===== src/rtl/huffman_pkg.sv =====
// huffman_pkg: shared widths, code record and FSM states for the Huffman encoder. Rev 1.0
`default_nettype none

package huffman_pkg;
  localparam int SYM_W        = 5;
  localparam int MAX_CODE_LEN = 8;
  localparam int LEN_W        = 4;

  localparam logic [2:0] ESC_PREFIX = 3'b111;

  // bits are left-aligned: the first bit on the wire is bits[MAX_CODE_LEN-1]
  typedef struct packed {
    logic [MAX_CODE_LEN-1:0] bits;
    logic [LEN_W-1:0]        len;
  } code_t;

  typedef enum logic [0:0] {
    IDLE  = 1'b0,
    SHIFT = 1'b1
  } state_t;
endpackage

`default_nettype wire


===== src/rtl/huffman_enc_lut.sv =====
// huffman_enc_lut: combinational symbol -> codeword lookup; symbol 0 maps to len 0. Rev 1.0
`default_nettype none

module huffman_enc_lut
  import huffman_pkg::*;
(
  input  logic [SYM_W-1:0] sym,
  output code_t            code
);

  always_comb begin
    code.bits = '0;
    code.len  = '0;
    case (sym)
      5'd0: begin
        code.bits = '0;
        code.len  = '0;
      end
      5'd1: begin
        code.bits = 8'b0000_0000;
        code.len  = 4'd1;
      end
      5'd2: begin
        code.bits = 8'b1000_0000;
        code.len  = 4'd2;
      end
      5'd3: begin
        code.bits = 8'b1100_0000;
        code.len  = 4'd3;
      end
      default: begin
        code.bits = {ESC_PREFIX, sym};
        code.len  = 4'd8;
      end
    endcase
  end

endmodule

`default_nettype wire


===== src/rtl/huffman_encoder.sv =====
// huffman_encoder: serial MSB-first Huffman encoder, one bit per cycle, gapless codewords.
// Define HUFFMAN_ENC_SKID_EN to add a one-entry input skid buffer. Rev 1.0
`default_nettype none

module huffman_encoder
  import huffman_pkg::*;
(
  input  logic             clk,
  input  logic             rst,
  input  logic [SYM_W-1:0] sym_in,
  input  logic             sym_valid,
  output logic             sym_ready,
  output logic             bit_out,
  output logic             bit_valid,
  output logic             bit_last,
  output logic             err
);

  state_t                  state_q, state_d;
  logic [MAX_CODE_LEN-1:0] shreg_q, shreg_d;
  logic [LEN_W-1:0]        cnt_q, cnt_d;
  logic                    bit_out_q, bit_out_d;
  logic                    bit_valid_q, bit_valid_d;
  logic                    bit_last_q, bit_last_d;
  logic                    err_q, err_d;

  code_t lut_code;
  code_t load_code;
  logic  xfer;
  logic  legal;
  logic  load;
  logic  last_bit;

  huffman_enc_lut u_lut (
    .sym  (sym_in),
    .code (lut_code)
  );

  assign last_bit = (state_q == SHIFT) && (cnt_q == '0);

`ifdef HUFFMAN_ENC_SKID_EN
  logic  skid_full_q, skid_full_d;
  code_t skid_code_q, skid_code_d;

  assign sym_ready = !skid_full_q;
`else
  assign sym_ready = (state_q == IDLE) || last_bit;
`endif

  always_comb begin
    state_d     = state_q;
    shreg_d     = shreg_q;
    cnt_d       = cnt_q;
    bit_out_d   = 1'b0;
    bit_valid_d = 1'b0;
    bit_last_d  = 1'b0;
    xfer        = sym_valid && sym_ready;
    legal       = (lut_code.len != '0);
    err_d       = xfer && !legal;
    load        = 1'b0;
    load_code   = lut_code;
`ifdef HUFFMAN_ENC_SKID_EN
    skid_full_d = skid_full_q;
    skid_code_d = skid_code_q;
    // A held symbol always takes priority; sym_ready is low while it is held.
    if (last_bit && skid_full_q) begin
      load        = 1'b1;
      load_code   = skid_code_q;
      skid_full_d = 1'b0;
    end else if (xfer && legal) begin
      if ((state_q == SHIFT) && !last_bit) begin
        skid_full_d = 1'b1;
        skid_code_d = lut_code;
      end else begin
        load = 1'b1;
      end
    end
`else
    load = xfer && legal;
`endif

    if (load) begin
      state_d     = SHIFT;
      bit_valid_d = 1'b1;
      bit_out_d   = load_code.bits[MAX_CODE_LEN-1];
      bit_last_d  = (load_code.len == 4'd1);
      shreg_d     = {load_code.bits[MAX_CODE_LEN-2:0], 1'b0};
      cnt_d       = load_code.len - 4'd1;
    end else if ((state_q == SHIFT) && !last_bit) begin
      bit_valid_d = 1'b1;
      bit_out_d   = shreg_q[MAX_CODE_LEN-1];
      bit_last_d  = (cnt_q == 4'd1);
      shreg_d     = {shreg_q[MAX_CODE_LEN-2:0], 1'b0};
      cnt_d       = cnt_q - 4'd1;
    end else begin
      state_d = IDLE;
      shreg_d = '0;
      cnt_d   = '0;
    end
  end

  always_ff @(posedge clk or posedge rst) begin
    if (rst) begin
      state_q     <= IDLE;
      shreg_q     <= '0;
      cnt_q       <= '0;
      bit_out_q   <= 1'b0;
      bit_valid_q <= 1'b0;
      bit_last_q  <= 1'b0;
      err_q       <= 1'b0;
`ifdef HUFFMAN_ENC_SKID_EN
      skid_full_q <= 1'b0;
      skid_code_q <= '0;
`endif
    end else begin
      state_q     <= state_d;
      shreg_q     <= shreg_d;
      cnt_q       <= cnt_d;
      bit_out_q   <= bit_out_d;
      bit_valid_q <= bit_valid_d;
      bit_last_q  <= bit_last_d;
      err_q       <= err_d;
`ifdef HUFFMAN_ENC_SKID_EN
      skid_full_q <= skid_full_d;
      skid_code_q <= skid_code_d;
`endif
    end
  end

  assign bit_out   = bit_out_q;
  assign bit_valid = bit_valid_q;
  assign bit_last  = bit_last_q;
  assign err       = err_q;

endmodule

`default_nettype wire


===== config.mk =====
export PLATFORM = sky130hd
export DESIGN_NAME = huffman_encoder
export DESIGN_NICKNAME = d
export VERILOG_FILES = /design/src/rtl/huffman_pkg.sv /design/src/rtl/huffman_enc_lut.sv /design/src/rtl/huffman_encoder.sv
export SDC_FILE = /design/constraint.sdc
export NUM_CORES = 1
export LEC_CHECK = 0
export ABC_AREA = 0
export CAP_MARGIN = 40
export CORE_MARGIN = 4
export CORE_UTILIZATION = 51
export DETAILED_ROUTE_END_ITERATION = 8
export PLACE_DENSITY = 0.88
export SETUP_SLACK_MARGIN = 0.4
export SLEW_MARGIN = 20
export SYNTH_ARGS = -nofsm -noshare
export SYNTH_HDL_FRONTEND = slang
export SYNTH_HIERARCHICAL = 1
export SYNTH_SLANG_ARGS = --single-unit

===== constraint.sdc =====
create_clock -name clk -period 1.87 [get_ports clk]
set_clock_uncertainty 0.1 [all_clocks]
set_input_delay 0.374 -clock clk [delete_from_list [all_inputs] [get_ports clk]]
set_output_delay 0.374 -clock clk [all_outputs]
set_load 0.03 [all_outputs]

Cell classes on the final placement:
Scale bar: 10 microns.
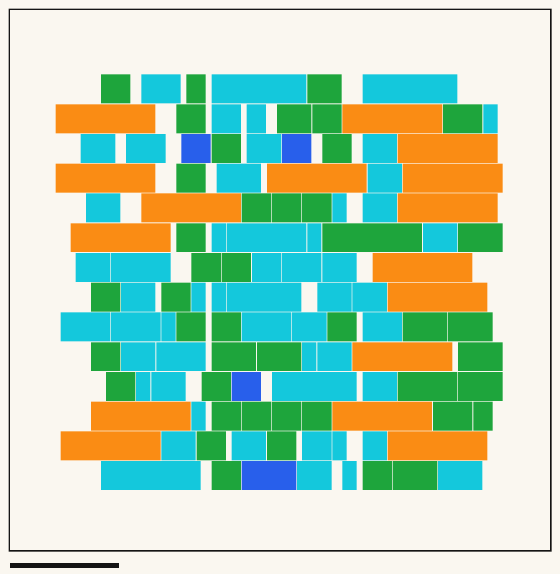
Orange is flip-flops, cells 16, share of their area 30%. Green is other buffers and delay cells, cells 44, share of their area 29%. Blue is clock drivers and dummy loads, cells 4, share of their area 2.7%. Cyan is all other logic, cells 54, share of their area 38%.

Clock network drawn from the DEF:
Scale bar: 10 microns.
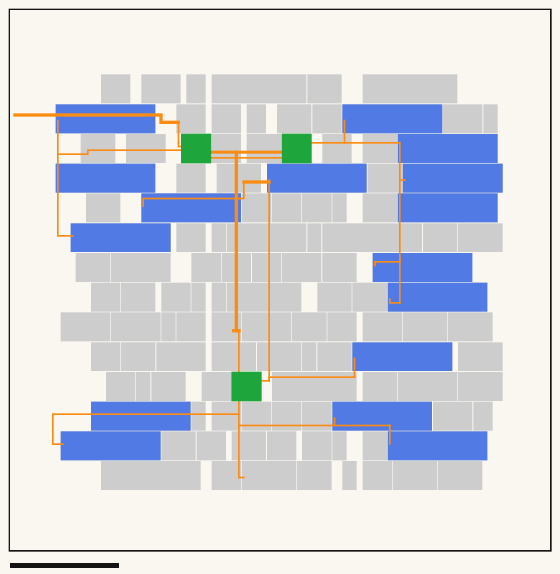
Orange is clock wires, length 201 microns. Blue is flip-flops, count 16. Green is cells driving clock nets, count 3.
There are 4 routed clock nets.
clock share of power: 0.119
clk_lat worst skew: 0.30 ns
clk pwr: 241 uW

==> impl_metrics.ini <==
; generated from flow reports
[cells_and_area]
stdcell_count = 134
nMultiInputCombCells = 46
reg.largest.list = shreg_q: 7 flops, cnt_q: 4 flops
mostFrequentLayoutCells = buf_4, dfrtp_1, a22o_1

[clocking]
cts_tree = done

[yosys]
synth_top_flop_cell = dfrtp_1
ys.flops = 16
ys_sh_mux = 0.0229
yosys_area_sq_um = 873
top_cells_by_count = dfrtp_1, a22o_1, inv_1
compound_area_frac = 0.195

[drt]
routedWlPerCell_microns = 19.0

[global_routing]
use_met2 = 0.335
antenna_found_initial = 0

[final_timing]
hold_viol_final = 0
setup_viol = 12
fin_ws_ns = -0.257

[pwr]
switching_share = 0.370

[setup_path]
cp-end-kind = primary output
slowest_stage = dfrtp_1

[placement]
placed_area_sq_um = 1150

[min_path]
hold_class = in2async

[outcome]
violations = setup timing
status = finished, violations left
PDN straps and rails:
Pins as bars on the die edge.
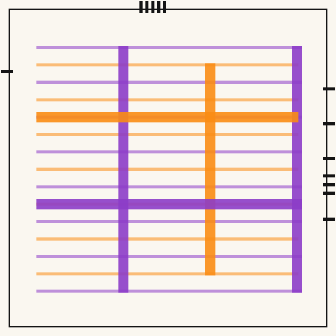
Orange is VDD. Purple is VSS.
2 straps on met5. 3 straps on met4. The core has 14 rows.
Core Area: 1560 sq um
Die X: 49.4 microns
Peak VDD IR: 1.21 mV
Die Ht: 49.4 microns

Power is estimated from default activity; no workload was simulated.
